--- src/rtl/mem_stage_lsu.sv ---
// rtl/mem_stage_lsu.sv - MEM-stage load/store unit driving a valid/ready data-memory bus
// Optional: define LSU_MISALIGN_SPLIT_EN to run misaligned accesses as two word transactions.
module mem_stage_lsu #(
    parameter int TIMEOUT_CYCLES = 256,
    parameter int ADDR_WIDTH     = 32
) (
    input  logic                  clock,
    input  logic                  reset_n,
    input  logic [31:0]           addr_in,
    input  logic [31:0]           write_data_in,
    input  logic [2:0]            funct3_in,
    input  logic                  mem_read_in,
    input  logic                  mem_write_in,
    output logic                  stall_out,
    output logic [31:0]           load_data_out,
    output logic                  misaligned_out,
    output logic                  bus_err_out,
    output logic                  mem_req_valid,
    input  logic                  mem_req_ready,
    output logic [ADDR_WIDTH-1:0] mem_addr,
    output logic                  mem_we,
    output logic [31:0]           mem_wdata,
    output logic [3:0]            mem_wstrb,
    input  logic                  mem_rsp_valid,
    input  logic [31:0]           mem_rsp_data
);

    localparam logic [2:0] S_IDLE  = 3'd0;
    localparam logic [2:0] S_REQ   = 3'd1;
    localparam logic [2:0] S_WAIT  = 3'd2;
    localparam logic [2:0] S_DONE  = 3'd3;
    localparam logic [2:0] S_REQ2  = 3'd4;
    localparam logic [2:0] S_WAIT2 = 3'd5;

    localparam int CW = (TIMEOUT_CYCLES > 1) ? $clog2(TIMEOUT_CYCLES + 1) : 1;
    localparam logic [CW-1:0] TO_LAST = CW'((TIMEOUT_CYCLES > 0) ? TIMEOUT_CYCLES - 1 : 0);

`ifdef LSU_MISALIGN_SPLIT_EN
    localparam bit SPLIT_EN = 1'b1;
`else
    localparam bit SPLIT_EN = 1'b0;
`endif

    logic [2:0]            state_q, state_d;
    logic [ADDR_WIDTH-1:0] addr_q, addr_d;
    logic [2:0]            funct3_q, funct3_d;
    logic                  we_q, we_d;
    logic                  split_q, split_d;
    logic [31:0]           wdata_q, wdata_d;
    logic [3:0]            wstrb_q, wstrb_d;
    logic [31:0]           wdata_hi_q, wdata_hi_d;
    logic [3:0]            wstrb_hi_q, wstrb_hi_d;
    logic [31:0]           lo_word_q, lo_word_d;
    logic [CW-1:0]         cnt_q, cnt_d;
    logic [31:0]           load_data_q, load_data_d;
    logic                  bus_err_q, bus_err_d;

    logic        access, misaligned, take, timeout_hit;
    logic [1:0]  size;
    logic [31:0] al_wdata, sized_wd;
    logic [3:0]  al_wstrb, base_mask;
    logic [63:0] wide_wdata;
    logic [7:0]  wide_mask;
    logic [ADDR_WIDTH-1:0] word_addr;

    // Lane select plus extension; pair holds {next word, first word} so split loads reuse it.
    function automatic logic [31:0] fmt_load(input logic [63:0] pair, input logic [1:0] off,
                                             input logic [2:0] f3);
        logic [31:0] sh;
        sh = 32'(pair >> {off, 3'b000});
        case (f3)
            3'b000:  fmt_load = {{24{sh[7]}}, sh[7:0]};
            3'b100:  fmt_load = {24'h0, sh[7:0]};
            3'b001:  fmt_load = {{16{sh[15]}}, sh[15:0]};
            3'b101:  fmt_load = {16'h0, sh[15:0]};
            default: fmt_load = sh;
        endcase
    endfunction

    always_comb begin
        case (funct3_in)
            3'b000, 3'b100: size = 2'd0;
            3'b001, 3'b101: size = 2'd1;
            default:        size = 2'd2;
        endcase
        access     = mem_read_in | mem_write_in;
        misaligned = ((size == 2'd1) && addr_in[0]) || ((size == 2'd2) && (addr_in[1:0] != 2'b00));
        take       = access && (!misaligned || SPLIT_EN);

        case (size)
            2'd0: begin
                al_wdata  = {4{write_data_in[7:0]}};
                base_mask = 4'b0001;
                sized_wd  = {24'h0, write_data_in[7:0]};
            end
            2'd1: begin
                al_wdata  = {2{write_data_in[15:0]}};
                base_mask = 4'b0011;
                sized_wd  = {16'h0, write_data_in[15:0]};
            end
            default: begin
                al_wdata  = write_data_in;
                base_mask = 4'b1111;
                sized_wd  = write_data_in;
            end
        endcase
        al_wstrb   = base_mask << addr_in[1:0];
        wide_wdata = {32'h0, sized_wd} << {addr_in[1:0], 3'b000};
        wide_mask  = {4'h0, base_mask} << addr_in[1:0];
    end

    assign timeout_hit = (TIMEOUT_CYCLES != 0) && (cnt_q == TO_LAST);

    always_comb begin
        state_d     = state_q;
        addr_d      = addr_q;
        funct3_d    = funct3_q;
        we_d        = we_q;
        split_d     = split_q;
        wdata_d     = wdata_q;
        wstrb_d     = wstrb_q;
        wdata_hi_d  = wdata_hi_q;
        wstrb_hi_d  = wstrb_hi_q;
        lo_word_d   = lo_word_q;
        cnt_d       = '0;
        load_data_d = load_data_q;
        bus_err_d   = 1'b0;
        case (state_q)
            S_IDLE: begin
                if (take) begin
                    addr_d     = addr_in[ADDR_WIDTH-1:0];
                    funct3_d   = funct3_in;
                    we_d       = mem_write_in;
                    split_d    = misaligned;
                    wdata_d    = misaligned ? wide_wdata[31:0] : al_wdata;
                    wstrb_d    = !mem_write_in ? 4'h0 : (misaligned ? wide_mask[3:0] : al_wstrb);
                    wdata_hi_d = wide_wdata[63:32];
                    wstrb_hi_d = mem_write_in ? wide_mask[7:4] : 4'h0;
                    state_d    = S_REQ;
                end
            end
            S_REQ, S_REQ2: begin
                cnt_d = cnt_q + CW'(1);
                if (mem_req_ready) begin
                    if (we_q)
                        state_d = (state_q == S_REQ && split_q) ? S_REQ2 : S_DONE;
                    else
                        state_d = (state_q == S_REQ) ? S_WAIT : S_WAIT2;
                end else if (timeout_hit) begin
                    state_d     = S_DONE;
                    bus_err_d   = 1'b1;
                    load_data_d = '0;
                end
            end
            S_WAIT, S_WAIT2: begin
                cnt_d = cnt_q + CW'(1);
                if (mem_rsp_valid) begin
                    if (state_q == S_WAIT && split_q) begin
                        lo_word_d = mem_rsp_data;
                        state_d   = S_REQ2;
                    end else begin
                        load_data_d = fmt_load((state_q == S_WAIT2) ? {mem_rsp_data, lo_word_q}
                                                                    : {32'h0, mem_rsp_data},
                                               addr_q[1:0], funct3_q);
                        state_d     = S_DONE;
                    end
                end else if (timeout_hit) begin
                    state_d     = S_DONE;
                    bus_err_d   = 1'b1;
                    load_data_d = '0;
                end
            end
            default: state_d = S_IDLE;
        endcase
    end

    always_ff @(posedge clock) begin
        if (!reset_n) begin
            state_q     <= S_IDLE;
            addr_q      <= '0;
            funct3_q    <= '0;
            we_q        <= 1'b0;
            split_q     <= 1'b0;
            wdata_q     <= '0;
            wstrb_q     <= '0;
            wdata_hi_q  <= '0;
            wstrb_hi_q  <= '0;
            lo_word_q   <= '0;
            cnt_q       <= '0;
            load_data_q <= '0;
            bus_err_q   <= 1'b0;
        end else begin
            state_q     <= state_d;
            addr_q      <= addr_d;
            funct3_q    <= funct3_d;
            we_q        <= we_d;
            split_q     <= split_d;
            wdata_q     <= wdata_d;
            wstrb_q     <= wstrb_d;
            wdata_hi_q  <= wdata_hi_d;
            wstrb_hi_q  <= wstrb_hi_d;
            lo_word_q   <= lo_word_d;
            cnt_q       <= cnt_d;
            load_data_q <= load_data_d;
            bus_err_q   <= bus_err_d;
        end
    end

    assign word_addr      = {addr_q[ADDR_WIDTH-1:2], 2'b00};
    assign mem_addr       = (state_q == S_REQ2) ? word_addr + ADDR_WIDTH'(4) : word_addr;
    assign mem_req_valid  = (state_q == S_REQ) || (state_q == S_REQ2);
    assign mem_we         = we_q;
    assign mem_wdata      = (state_q == S_REQ2) ? wdata_hi_q : wdata_q;
    assign mem_wstrb      = (state_q == S_REQ2) ? wstrb_hi_q : wstrb_q;
    assign load_data_out  = load_data_q;
    assign bus_err_out    = bus_err_q;
    // IDLE terms are gated by reset so every output reads 0 while reset is held.
    assign stall_out      = (reset_n && state_q == S_IDLE && take) ||
                            (state_q == S_REQ) || (state_q == S_WAIT) ||
                            (state_q == S_REQ2) || (state_q == S_WAIT2);
    assign misaligned_out = !SPLIT_EN && reset_n && (state_q == S_IDLE) && access && misaligned;

endmodule

--- config.mk ---
export PLATFORM = sky130hd
export DESIGN_NAME = mem_stage_lsu
export DESIGN_NICKNAME = d
export VERILOG_FILES = /design/src/rtl/mem_stage_lsu.sv
export SDC_FILE = /design/constraint.sdc
export NUM_CORES = 1
export LEC_CHECK = 0
export CAP_MARGIN = 20
export CORE_MARGIN = 3
export CORE_UTILIZATION = 41
export DETAILED_ROUTE_END_ITERATION = 16
export GPL_ROUTABILITY_DRIVEN = 1
export HOLD_SLACK_MARGIN = 0.06
export PLACE_DENSITY = 0.66
export SLEW_MARGIN = 40
export SYNTH_ARGS = -nofsm -noshare
export SYNTH_HDL_FRONTEND = slang
export SYNTH_SLANG_ARGS = --single-unit
--- constraint.sdc ---
create_clock -name clock -period 2.1 [get_ports clock]
set_input_delay 0.21 -clock clock [delete_from_list [all_inputs] [get_ports clock]]
set_output_delay 0.21 -clock clock [all_outputs]
set_load 0.01 [all_outputs]
==> impl_metrics.xml <==
<?xml version="1.0" encoding="UTF-8"?>
<metrics>
  <group name="sta">
    <metric name="final-hold-violation-count" unit="">0</metric>
    <metric name="clock_skew" unit="ns">0.0130</metric>
    <metric name="post-route-min-period" unit="ns">2.38</metric>
    <metric name="setup_slack" unit="ns">-0.276</metric>
    <metric name="rsz_0062_raised_after_global_routing" unit="">yes</metric>
    <metric name="max_freq" unit="MHz">421</metric>
    <metric name="setup_viol_count_final" unit="">60</metric>
    <metric name="final_max_slew_viol_count" unit="">0</metric>
    <metric name="max_slew_margin" unit="">0.510</metric>
    <metric name="fin_hold_ws" unit="ns">0.170</metric>
    <metric name="finalClockPeriodUsage" unit="">1.13</metric>
    <metric name="tightest_slew" unit="ns">0.734</metric>
  </group>
  <group name="worst_setup_path">
    <metric name="critical_path.endpoint_type" unit="">output port</metric>
    <metric name="startpoint_type_of_the_worst_setup_path" unit="">flip-flop</metric>
    <metric name="cp.required" unit="ns">1.89</metric>
    <metric name="worst_path_max_delay_cell" unit="">sky130_fd_sc_hd__nor4_4</metric>
    <metric name="worst_path_dominant_cell_family" unit="">simple AND/OR/NAND/NOR gates</metric>
    <metric name="criticalPathCategory" unit="">flip-flop to output port</metric>
    <metric name="critical_path_arrival" unit="ns">2.17</metric>
    <metric name="worst-r2r-setup-slack" unit="ns">-0.01</metric>
    <metric name="timing.critical_path.buf_inv" unit="">2</metric>
    <metric name="critical_path.max_stage_delay" unit="ns">0.35</metric>
    <metric name="crit_path_cell_trace" unit="">and4_4, nand3_2, nor4_4, buf_4, nand2_4, nor3_4, xor2_1, buf_2</metric>
    <metric name="timing.rr.start" unit="">state_q[0]</metric>
    <metric name="crit_fanout" unit="">4</metric>
    <metric name="worst_r2r_path_depth" unit="">8</metric>
    <metric name="rr_endpoint" unit="">load_data_out[28]</metric>
  </group>
  <group name="yosys">
    <metric name="xor_share" unit="">0.0362</metric>
    <metric name="top_area_cell" unit="">sky130_fd_sc_hd__dfxtp_1</metric>
    <metric name="compound_area_frac" unit="">0.172</metric>
    <metric name="synth_stat.cells" unit="">1058</metric>
    <metric name="ys_top_logic_family" unit="">simple AND/OR/NAND/NOR gates</metric>
    <metric name="ys_async_sr_fraction" unit="">0</metric>
    <metric name="yosysChipArea" unit="mm2">0.00919</metric>
    <metric name="synthTopCellsByArea" unit="">sky130_fd_sc_hd__dfxtp_1 39%, sky130_fd_sc_hd__nand2_1 9.3%, sky130_fd_sc_hd__a21boi_0 6.8%</metric>
    <metric name="syn_inst" unit="">1058</metric>
    <metric name="synth-warning-count" unit="">0</metric>
    <metric name="synth.area.mux_share" unit="">0.145</metric>
    <metric name="common_cells" unit="">228 x sky130_fd_sc_hd__nand2_1, 177 x sky130_fd_sc_hd__dfxtp_1, 83 x sky130_fd_sc_hd__a21boi_0</metric>
    <metric name="synthMostInstantiatedCell" unit="">sky130_fd_sc_hd__nand2_1</metric>
    <metric name="syn-mean-instance-area" unit="um2">8.68</metric>
    <metric name="synth.cell_area" unit="mm2">0.00919</metric>
    <metric name="ys_dominant_reg_cell" unit="">sky130_fd_sc_hd__dfxtp_1</metric>
    <metric name="number_of_flops_mapped_to_enable_cells_by_yosys" unit="">0</metric>
    <metric name="adders_majority_by_area" unit="">0.00409</metric>
    <metric name="ys_types" unit="">60</metric>
    <metric name="synth_seq_share" unit="">0.386</metric>
    <metric name="simple_gate_share" unit="">0.214</metric>
  </group>
  <group name="die">
    <metric name="fp_util" unit="">0.420</metric>
    <metric name="die-area" unit="mm2">0.0242</metric>
    <metric name="core_area" unit="mm2">0.0219</metric>
    <metric name="boundaryPins" unit="">210</metric>
  </group>
  <group name="power_and_ir_drop">
    <metric name="clock_power_share" unit="">0.289</metric>
    <metric name="share_seq_of_total_power" unit="">0.350</metric>
    <metric name="net-switching-power" unit="uW">3780</metric>
    <metric name="power.leakage" unit="uW">0.00563</metric>
    <metric name="vdd.ir_drop.worst" unit="V">0.000560</metric>
    <metric name="share_comb_of_total_power" unit="">0.361</metric>
    <metric name="switching_share" unit="">0.333</metric>
  </group>
  <group name="min_path">
    <metric name="hold-path-endpoint" unit="">lo_word_q[6]</metric>
    <metric name="worstHoldPathType" unit="">input pin to flip-flop</metric>
    <metric name="cell_depth_of_the_worst_hold_path" unit="">2</metric>
  </group>
  <group name="routing">
    <metric name="drt_drc_violations_left" unit="">0</metric>
    <metric name="first_pass_iters" unit="">5</metric>
    <metric name="route.detailed.wl_per_inst" unit="um">17.9</metric>
    <metric name="detail-route-antenna-nets" unit="">0</metric>
    <metric name="drt_first_iter_violations" unit="">508</metric>
    <metric name="drt-vias-per-instance" unit="">5.35</metric>
  </group>
  <group name="outcome">
    <metric name="status" unit="">finished, violations left</metric>
    <metric name="violations" unit="">setup timing</metric>
  </group>
  <group name="layout">
    <metric name="finalNonFillerCells" unit="">1636</metric>
    <metric name="area.growth.synth_to_final" unit="%">47.4</metric>
    <metric name="post_route_cells_drive_above_1_share" unit="">0.266</metric>
    <metric name="finish.net_count" unit="">1450</metric>
  </group>
  <group name="placement">
    <metric name="placed_cells" unit="">1569</metric>
    <metric name="place_hpwl" unit="um">19900</metric>
    <metric name="globalplace.congestion" unit="">0.842</metric>
  </group>
  <group name="global_routing">
    <metric name="first_pass_grt_wire_length" unit="um">44500</metric>
    <metric name="via_count_of_the_first_global_routing_pass" unit="">8507</metric>
    <metric name="initial_antenna_violation_count" unit="">2</metric>
    <metric name="grt.total_usage" unit="">0.224</metric>
    <metric name="global_route.overflow_total" unit="">0</metric>
    <metric name="grt_start_max_net_pins" unit="">79</metric>
  </group>
  <group name="clock_network">
    <metric name="clkSlewWorstSetupHoldPaths" unit="ns">0.08</metric>
    <metric name="max-clock-path-buffers" unit="">2</metric>
    <metric name="cts_buffers" unit="">17</metric>
    <metric name="clk-insertion-delay-late" unit="ns">0.43</metric>
    <metric name="cts_hold_repair.buffers" unit="">0</metric>
    <metric name="root_buffer" unit="">sky130_fd_sc_hd__clkbuf_16</metric>
    <metric name="htree_num_levels" unit="">4</metric>
  </group>
</metrics>
[layer usage]
| layer | vias up | global-route usage | wire, um |
|---|---|---|---|
| met5 | - | 0 | 27 |
| met4 | 4 | 0.0613 | 539 |
| met3 | 37 | 0.0699 | 2340 |
| met2 | 272 | 0.365 | 13800 |
| met1 | 4144 | 0.290 | 12700 |
| li1 | 4292 | - | - |
[metrics by stage]
stage	cell area, um2	setup TNS [ns]	worst slack (ns)	total power, uW	utilization
after floorplan	9190	0	0.127	5810	-
after global placement	12200	-4.21	-0.231	7560	0.557
after detailed placement	12200	-4.86	-0.254	7610	0.557
after CTS	12800	-10.04	-0.461	10800	0.585
after global routing	13500	-14.30	-0.405	11900	0.618
final	13500	-8.45	-0.276	11400	0.618
[repair_timing]
item | in CTS | in global routing
pin swaps | 18 | 43
endpoints found under the setup margin | 91 | 141
cloned | 1 | 10
resized | 241 | 184
endpoints found under the hold margin | 0 | 0
setup buffers | 6 | 21
[cell type report]
type	count	area, um2
clock buffer	18	439
fill	1886	8350
tap	280	350
sequential	177	3550
multi-input combinational	792	5670
timing repair buffer	346	3320
clock inverter	14	168
inverter	8	32.5
antenna	1	2.50
[power groups by stage]
stage / Clock [uW] / Combinational (uW) / Sequential, uW
after CTS: 3350 / 3490 / 3960
after global routing: 3490 / 4420 / 4020
after global placement: 0 / 3540 / 4020
after floorplan: 0 / 1780 / 4030
after detailed placement: 0 / 3570 / 4030
final: 3280 / 4100 / 3970
[worst max-delay path by stage]
stage | cells past startpoint | startpoint | end | slack, ns
after CTS | 9 | state_q[1] | mem_addr[31] | -0.46
after floorplan | 7 | state_q[0] | mem_addr[31] | 0.13
after global placement | 7 | addr_q[13] | mem_addr[31] | -0.23
after detailed placement | 7 | addr_q[13] | mem_addr[31] | -0.25
final | 8 | addr_q[13] | mem_addr[31] | -0.28
after global routing | 10 | state_q[0] | mem_addr[28] | -0.41
[flip-flops by register name, summed over array words and instances (netlist names)]
name,flops
addr_q,32
funct3_q,3
bus_err_out,1
lo_word_q,32
mem_we,1
wdata_hi_q,24
wdata_q,32
state_q,3
cnt_q,9
wstrb_hi_q,3
split_q,1
wstrb_q,4
load_data_out,32
[cells in the final DEF (no fill, tap or decap), types with 17 or more instances in the layout]
master	n
sky130_fd_sc_hd__nand2_1	223
sky130_fd_sc_hd__dfxtp_1	171
sky130_fd_sc_hd__clkdlybuf4s50_1	137
sky130_fd_sc_hd__buf_4	101
sky130_fd_sc_hd__a21boi_0	80
sky130_fd_sc_hd__mux2i_1	46
sky130_fd_sc_hd__o21ai_0	45
sky130_fd_sc_hd__nor2_1	41
sky130_fd_sc_hd__buf_6	36
sky130_fd_sc_hd__and3_1	34
sky130_fd_sc_hd__buf_2	32
sky130_fd_sc_hd__nand3_1	29
sky130_fd_sc_hd__mux2_4	23
sky130_fd_sc_hd__clkbuf_16	23
sky130_fd_sc_hd__mux4_2	22
sky130_fd_sc_hd__xnor2_1	18
sky130_fd_sc_hd__xor2_1	17
### Layout detail

Window x 92 to 142, y 92 to 142 um. Cells in gray, sequential cells in the stronger gray; small squares are vias.
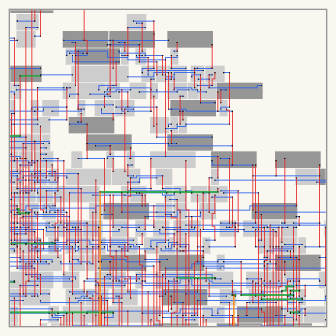
Key: green = M3; blue = M1; red = M2; orange = M4
Most frequent: dfxtp_1 (19), buf_4 (15), nor2_1 (13). 144 logic cells have their middle in the window. Netlist names of flops here include cnt_q (9), load_data_out (9). Sequential cells in the window: 19.

### Met3 routing

Drawn at 3 px/um. Cells faint in the background.
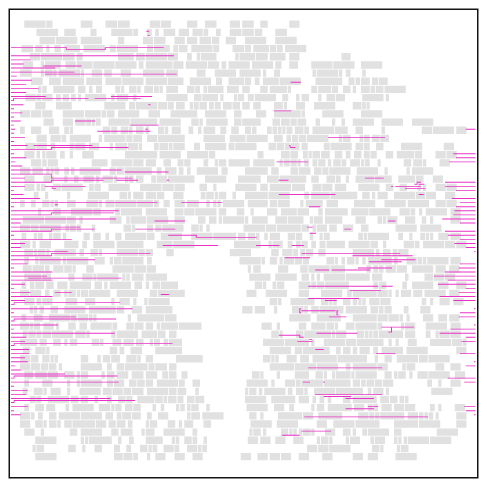
185 nets have wire on it. The longest straight run is 54.0 um. The layer carries 2340 um of wire. The wires run mostly horizontal.
global-route met3 utilization: 0.0699
routed wire length: 29400 um
vias after detailed routing: 8749

### I/O pins on the die edge

Drawn at 2 px/um. Pins as bars across the die edge, other pins in gray.
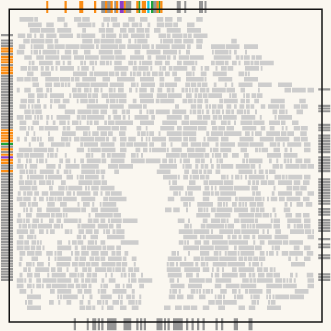
Key: cyan = misaligned_out [pins 1, direction output, edge top]; purple = funct3_in [pins 3, direction input, edge 2 top, 1 left]; green = mem_wstrb [pins 4, direction output, edge 3 top, 1 left]; orange = mem_wdata [pins 32, direction output, edge 18 left, 14 top]
die boundary height: 156 um
Horiz. Die Dim: 156 um
number of port buffers: 207

No activity file was given, so power comes from the tool's default toggle rates.
